--- src/rtl/gray_frame_sequencer.sv ---
// gray_frame_sequencer
//   AXI4-Lite master that drives the convert-to-gray HLS core through a batch
//   of frames. It takes one command (rows, cols, frame count) and programs the
//   ROWS/COLS argument registers. For each frame it sets ap_start and waits
//   for ap_done, then starts the next frame until the batch is complete.
//
// Optional build macro: IRQ_WAIT_EN
//   Defined   : enables GIE/IER once per batch and waits on `interrupt`
//               instead of polling. Each frame then reads AP_CTRL and
//               toggle-clears ISR. GIE is switched off before the sequencer
//               returns to idle.
//   Undefined : polls AP_CTRL every POLL_GAP cycles; `interrupt` is ignored.
//
// Ports
//   aclk, areset                 clock, synchronous active-high reset
//   cmd_valid/ready/rows/cols/frames  command handshake (ready only in idle)
//   busy                         high whenever a batch is in progress
//   frame_done, batch_done       one-cycle completion pulses
//   frames_cnt                   frames completed in the current/last batch
//   err                          sticky, cleared by the next accepted command
//   m_axi_*                      AXI4-Lite master towards s_axi_CONTROL_BUS
//   interrupt                    core interrupt (IRQ_WAIT_EN builds only)
module gray_frame_sequencer #(
  parameter int                ADDR_W   = 5,
  parameter logic [ADDR_W-1:0] ROWS_OFF = 5'h14,
  parameter logic [ADDR_W-1:0] COLS_OFF = 5'h1C,
  parameter int                POLL_GAP = 16,
  parameter int                TIMEOUT  = 1048576
) (
  input  logic              aclk,
  input  logic              areset,
  input  logic              cmd_valid,
  output logic              cmd_ready,
  input  logic [15:0]       cmd_rows,
  input  logic [15:0]       cmd_cols,
  input  logic [15:0]       cmd_frames,
  output logic              busy,
  output logic              frame_done,
  output logic              batch_done,
  output logic [15:0]       frames_cnt,
  output logic              err,
  output logic [ADDR_W-1:0] m_axi_awaddr,
  output logic              m_axi_awvalid,
  input  logic              m_axi_awready,
  output logic [31:0]       m_axi_wdata,
  output logic [3:0]        m_axi_wstrb,
  output logic              m_axi_wvalid,
  input  logic              m_axi_wready,
  input  logic [1:0]        m_axi_bresp,
  input  logic              m_axi_bvalid,
  output logic              m_axi_bready,
  output logic [ADDR_W-1:0] m_axi_araddr,
  output logic              m_axi_arvalid,
  input  logic              m_axi_arready,
  input  logic [31:0]       m_axi_rdata,
  input  logic [1:0]        m_axi_rresp,
  input  logic              m_axi_rvalid,
  output logic              m_axi_rready,
  input  logic              interrupt
);

  localparam int TO_W  = $clog2(TIMEOUT + 1);
  localparam int GAP_W = (POLL_GAP > 1) ? $clog2(POLL_GAP) : 1;

  typedef enum logic [3:0] {
    S_IDLE, S_WR_ROWS, S_WR_COLS, S_WR_GIE, S_WR_IER, S_WR_START, S_GAP,
    S_IRQ_WAIT, S_RD_CTRL, S_WR_ISR, S_WR_GIE_OFF, S_FRAME_END, S_FAIL
  } state_t;

  state_t            state, state_nxt, wr_next;
  logic              aw_sent, w_sent, ar_sent;
  logic              is_wr, wr_fin, rd_fin, accept, to_hit, last_frame;
  logic [ADDR_W-1:0] wr_addr;
  logic [31:0]       wr_data;
  logic [15:0]       rows_q, cols_q, frames_q;
  logic [TO_W-1:0]   to_cnt;
  logic [GAP_W-1:0]  gap_cnt;
  logic              unused_sig;

  function automatic logic [15:0] sat_inc16(input logic [15:0] v);
    return (v == 16'hFFFF) ? v : v + 16'd1;
  endfunction

  assign accept     = cmd_valid & cmd_ready;
  assign wr_fin     = is_wr & m_axi_bvalid;
  assign rd_fin     = (state == S_RD_CTRL) & m_axi_rvalid;
  assign to_hit     = (to_cnt >= TO_W'(TIMEOUT));
  assign last_frame = (sat_inc16(frames_cnt) == frames_q);
  // rdata is only partly inspected; interrupt is unused in polling builds.
  assign unused_sig = ^{m_axi_rdata, interrupt};

  // State register
  always_ff @(posedge aclk) begin
    if (areset) state <= S_IDLE;
    else        state <= state_nxt;
  end

  // Next-state logic
  always_comb begin
    state_nxt = state;
    wr_next   = S_IDLE;
    case (state)
      S_IDLE:     if (accept) state_nxt = (cmd_frames == 16'd0) ? S_IDLE : S_WR_ROWS;
      S_WR_ROWS:  wr_next = S_WR_COLS;
`ifdef IRQ_WAIT_EN
      S_WR_COLS:  wr_next = S_WR_GIE;
      S_WR_GIE:   wr_next = S_WR_IER;
      S_WR_IER:   wr_next = S_WR_START;
      S_WR_START: wr_next = S_IRQ_WAIT;
      S_IRQ_WAIT: begin
        if (interrupt)   state_nxt = S_RD_CTRL;
        else if (to_hit) state_nxt = S_FAIL;
      end
      S_RD_CTRL:  if (rd_fin) state_nxt = (m_axi_rresp != 2'b00) ? S_FAIL : S_WR_ISR;
      S_WR_ISR:   wr_next = S_FRAME_END;
      S_WR_GIE_OFF: wr_next = S_IDLE;
      S_FRAME_END: state_nxt = last_frame ? S_WR_GIE_OFF : S_WR_START;
`else
      S_WR_COLS:  wr_next = S_WR_START;
      S_WR_START: wr_next = S_GAP;
      S_GAP: begin
        if (to_hit)                               state_nxt = S_FAIL;
        else if (gap_cnt == GAP_W'(POLL_GAP - 1)) state_nxt = S_RD_CTRL;
      end
      // ap_done wins over a timeout that expired during the read.
      S_RD_CTRL: begin
        if (rd_fin) begin
          if (m_axi_rresp != 2'b00) state_nxt = S_FAIL;
          else if (m_axi_rdata[1])  state_nxt = S_FRAME_END;
          else if (to_hit)          state_nxt = S_FAIL;
          else                      state_nxt = S_GAP;
        end
      end
      S_FRAME_END: state_nxt = last_frame ? S_IDLE : S_WR_START;
`endif
      S_FAIL:     state_nxt = S_IDLE;
      default:    state_nxt = S_IDLE;
    endcase
    if (wr_fin) state_nxt = (m_axi_bresp != 2'b00) ? S_FAIL : wr_next;
  end

  // Output decode: every write state maps to one register access; valids
  // drop once their own handshake has been recorded in the *_sent flags.
  always_comb begin
    is_wr   = 1'b1;
    wr_addr = '0;
    wr_data = 32'd0;
    case (state)
      S_WR_ROWS:    begin wr_addr = ROWS_OFF;     wr_data = {16'd0, rows_q}; end
      S_WR_COLS:    begin wr_addr = COLS_OFF;     wr_data = {16'd0, cols_q}; end
      S_WR_GIE:     begin wr_addr = ADDR_W'(4);   wr_data = 32'd1; end
      S_WR_IER:     begin wr_addr = ADDR_W'(8);   wr_data = 32'd1; end
      S_WR_START:   begin wr_addr = ADDR_W'(0);   wr_data = 32'd1; end
      S_WR_ISR:     begin wr_addr = ADDR_W'(12);  wr_data = 32'd1; end
      S_WR_GIE_OFF: begin wr_addr = ADDR_W'(4);   wr_data = 32'd0; end
      default:      is_wr = 1'b0;
    endcase
    cmd_ready     = (state == S_IDLE);
    busy          = (state != S_IDLE);
    m_axi_awaddr  = wr_addr;
    m_axi_wdata   = wr_data;
    m_axi_wstrb   = 4'hF;
    m_axi_awvalid = is_wr & ~aw_sent;
    m_axi_wvalid  = is_wr & ~w_sent;
    m_axi_bready  = is_wr;
    m_axi_araddr  = '0;
    m_axi_arvalid = (state == S_RD_CTRL) & ~ar_sent;
    m_axi_rready  = (state == S_RD_CTRL);
  end

  // Handshake tracking, counters and status
  always_ff @(posedge aclk) begin
    if (areset) begin
      aw_sent    <= 1'b0;
      w_sent     <= 1'b0;
      ar_sent    <= 1'b0;
      to_cnt     <= '0;
      gap_cnt    <= '0;
      frames_cnt <= 16'd0;
      err        <= 1'b0;
      frame_done <= 1'b0;
      batch_done <= 1'b0;
    end else begin
      if (m_axi_bvalid && m_axi_bready) begin
        aw_sent <= 1'b0;
        w_sent  <= 1'b0;
      end else begin
        if (m_axi_awvalid && m_axi_awready) aw_sent <= 1'b1;
        if (m_axi_wvalid && m_axi_wready)   w_sent  <= 1'b1;
      end
      if (m_axi_rvalid && m_axi_rready)        ar_sent <= 1'b0;
      else if (m_axi_arvalid && m_axi_arready) ar_sent <= 1'b1;

      // Held at zero through WR_START so counting begins as it completes.
      if (state == S_WR_START) to_cnt <= '0;
      else if (!to_hit)        to_cnt <= to_cnt + 1'b1;
      gap_cnt <= (state == S_GAP) ? gap_cnt + 1'b1 : '0;

      if (accept)                    frames_cnt <= 16'd0;
      else if (state == S_FRAME_END) frames_cnt <= sat_inc16(frames_cnt);

      if (accept)                                        err <= 1'b0;
      else if (state_nxt == S_FAIL && state != S_FAIL)   err <= 1'b1;

      frame_done <= (state == S_FRAME_END);
      // Every return to IDLE from a busy state ends a batch.
      batch_done <= (accept && cmd_frames == 16'd0) ||
                    (state != S_IDLE && state_nxt == S_IDLE);
    end
  end

  // Command latch
  always_ff @(posedge aclk) begin
    if (accept) begin
      rows_q   <= cmd_rows;
      cols_q   <= cmd_cols;
      frames_q <= cmd_frames;
    end
  end

endmodule

--- config.mk ---
export PLATFORM = sky130hd
export DESIGN_NAME = gray_frame_sequencer
export DESIGN_NICKNAME = d
export VERILOG_FILES = /design/src/rtl/gray_frame_sequencer.sv
export SDC_FILE = /design/constraint.sdc
export NUM_CORES = 1
export LEC_CHECK = 0
export CAP_MARGIN = 0
export CORE_MARGIN = 4
export CORE_UTILIZATION = 45
export CTS_BUF_LIST = sky130_fd_sc_hd__clkbuf_4
export CTS_CLUSTER_SIZE = 12
export DETAILED_ROUTE_END_ITERATION = 10
export HOLD_SLACK_MARGIN = 0.08
export PLACE_DENSITY = 0.88
export SLEW_MARGIN = 20
export SYNTH_ARGS = -nofsm -noshare
export SYNTH_HDL_FRONTEND = slang
export SYNTH_SLANG_ARGS = --single-unit
export TNS_END_PERCENT = 50
--- constraint.sdc ---
create_clock -name aclk -period 4.9 [get_ports aclk]
set_clock_uncertainty 0.15 [all_clocks]
set_input_delay 0.735 -clock aclk [delete_from_list [all_inputs] [get_ports aclk]]
set_output_delay 0.735 -clock aclk [all_outputs]
set_load 0.02 [all_outputs]
==> results.txt <==
impl run done, here's what came out: outcome=finished, final reports clean, Max FO, Critical Path=18, flip-flop count of the largest register after layout=21, GRT overflow=0, number of warnings the tools reported=60, I/O pins=165, worst IR drop on VDD=approximately 350 uV, overall track demand over capacity in global routing=between 10% and 20%, pin slew with the least headroom to its limit=1.014 ns, synthesized cell area=5092 sq um, endpoint arrival time on the critical path=3.08 ns, final core utilization=57.46%, die extent in x=114.4 um, Hold Crit Endpoint=gap_cnt[0], unrepaired setup endpoints after global routing=no, mean cell area of the mapped netlist=9.850 sq um, final tally of setup violations=0, final HPWL from detailed placement=roughly 9000 um, switching part of the total power=between 30 and 40%, antenna cells=0, weighted congestion at the end of routability-driven global placement=0.9988, post-CTS resize count=0, TritonCTS Sinks=99, post-placement setup slack=1.369 ns, Net Switching=1.042 mW, number of buffers inserted for hold repair after clock tree synthesis=0, Setup crit end kind=output port, Internal Power=roughly 1.8 mW, vertical die dimension=114.4 um, sum of internal, switching and leakage power=~2.8 mW, post-route standard cell area excluding fillers=around 6300 sq um, share of total power in the clock network=16.9%, most instantiated logic cell after routing=sky130_fd_sc_hd__clkdlybuf4s50_1, Flops after synth=99, capture point of the worst reg-to-reg path=err, total length of routed met2 wires=5846 um, count of buffers from port buffering=105, number of DRC markers in iteration 0=251, delay-heaviest family, CP=simple AND/OR/NAND/NOR gates
-- metal layers --
layer  global-route usage, %  vias to the layer above
met5                       0                        -
met4                   7.918                        0
met3                   4.281                       28
met2                   30.73                      169
met1                   21.68                     1914
li1                        -                     2009
-- worst reg2reg max path: stages (launching register included) --
cell,delay (ns)
sky130_fd_sc_hd__dfxtp_1,0.49
sky130_fd_sc_hd__ha_1,0.31
sky130_fd_sc_hd__nand3_1,0.30
sky130_fd_sc_hd__nor4_4,0.69
sky130_fd_sc_hd__mux2_2,0.41
sky130_fd_sc_hd__o22ai_1,0.26
sky130_fd_sc_hd__nor4_4,0.07
sky130_fd_sc_hd__nand3_1,0.10
sky130_fd_sc_hd__o21ai_1,0.08
sky130_fd_sc_hd__o31ai_1,0.21
-- cell families (layout without fill, tap and decap cells) --
group                      Yosys count  in the layout  synth area share (%)
AOI/OAI and AO/OA                   94             94                 12.85
other                                2             27                0.1475
xor gates and xnor gates            42             42                 7.224
DFF                                 99             99                 48.35
and+or+nand+nor                    207            207                 21.99
buffers and inverters               62            133                 7.027
muxes                                7              7                 1.425
adders and majority gates            4              4                0.9828
-- cell usage after synthesis (all sizes together) (3+ instances only) --
| cell | number | share of area [%] |
|---|---|---|
| or3 | 10 | 1.2 |
| a31oi | 3 | 0.37 |
| and4 | 5 | 0.86 |
| dfxtp | 51 | 20 |
| mux2i | 5 | 0.98 |
| a21o | 4 | 0.59 |
| buf | 38 | 5.3 |
| nand2b | 10 | 1.2 |
| ha | 4 | 0.98 |
| a21oi | 23 | 2.3 |
| nand4 | 12 | 2.0 |
| edfxtp | 48 | 28 |
| nand2 | 32 | 2.4 |
| o22ai | 3 | 0.37 |
| nor4 | 15 | 3.0 |
| clkbuf | 13 | 0.96 |
| nand3 | 23 | 2.3 |
| o21ai | 17 | 1.7 |
| a22o | 15 | 2.6 |
| nor3 | 12 | 1.2 |
| nor2b | 7 | 0.86 |
| inv | 11 | 0.81 |
| xnor2 | 25 | 4.3 |
| and3 | 7 | 0.86 |
| xor2 | 17 | 2.9 |
| nor2 | 65 | 4.8 |
| a311oi | 6 | 1.0 |
-- power groups by stage --
| stage | clock network, mW | registers (mW) | logic [mW] |
|---|---|---|---|
| floorplan | 0 | 1.15 | 0.755 |
| global route | 0.526 | 1.22 | 1.24 |
| finish | 0.480 | 1.20 | 1.15 |
| CTS | 0.495 | 1.20 | 1.16 |
| detailed placement | 0 | 1.22 | 1.15 |
| global placement | 0 | 1.21 | 1.13 |
-- worst max-delay path by stage --
stage	to	slack, ns	cells past startpoint
after floorplan	cols_q[0]	1.64	4
after global placement	m_axi_wdata[8]	1.39	4
after detailed placement	m_axi_wdata[8]	1.37	4
after CTS	m_axi_wdata[8]	0.83	4
after global routing	m_axi_wdata[8]	0.65	4
final	m_axi_wdata[10]	0.94	4
-- final cells by class --
class | count | area [sq um] | area share, %
Timing Repair Buffer | 106 | 1059 | 16.85
Clock inverter | 6 | 88.84 | 1.414
Multi-Input combinational cell | 381 | 2382 | 37.91
Inverter | 11 | 41.29 | 0.6571
Sequential cell | 99 | 2462 | 39.19
Tap cell | 140 | 175.2 | 2.788
Clock buffer | 10 | 75.07 | 1.195
### Cell outlines without signal wires

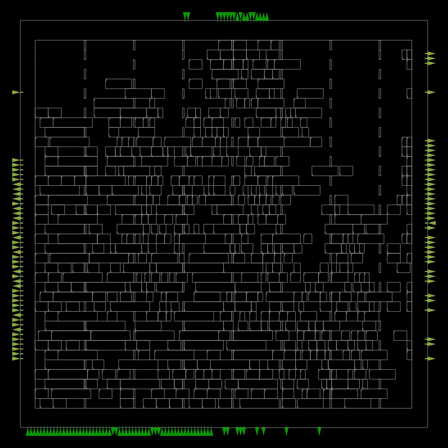
Core ar.: 10,940 sq um
Taps Inserted: 140
number of cell rows: 38
filler cell count: 946
flip-flops: 99

### Met4 routing

(3 px per um) Supply wires on this layer in gray.
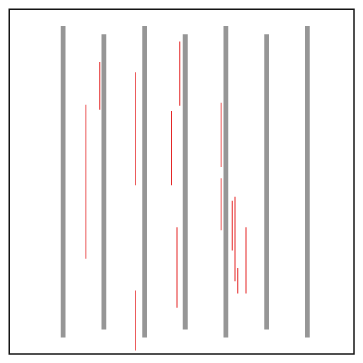
wire length on this layer: 308 um
share of all routed wire: 2.6%
via count: 4,120
drt total wl: 11,770 um

Power figures rest on the tool's default switching activity, not on a simulated workload.
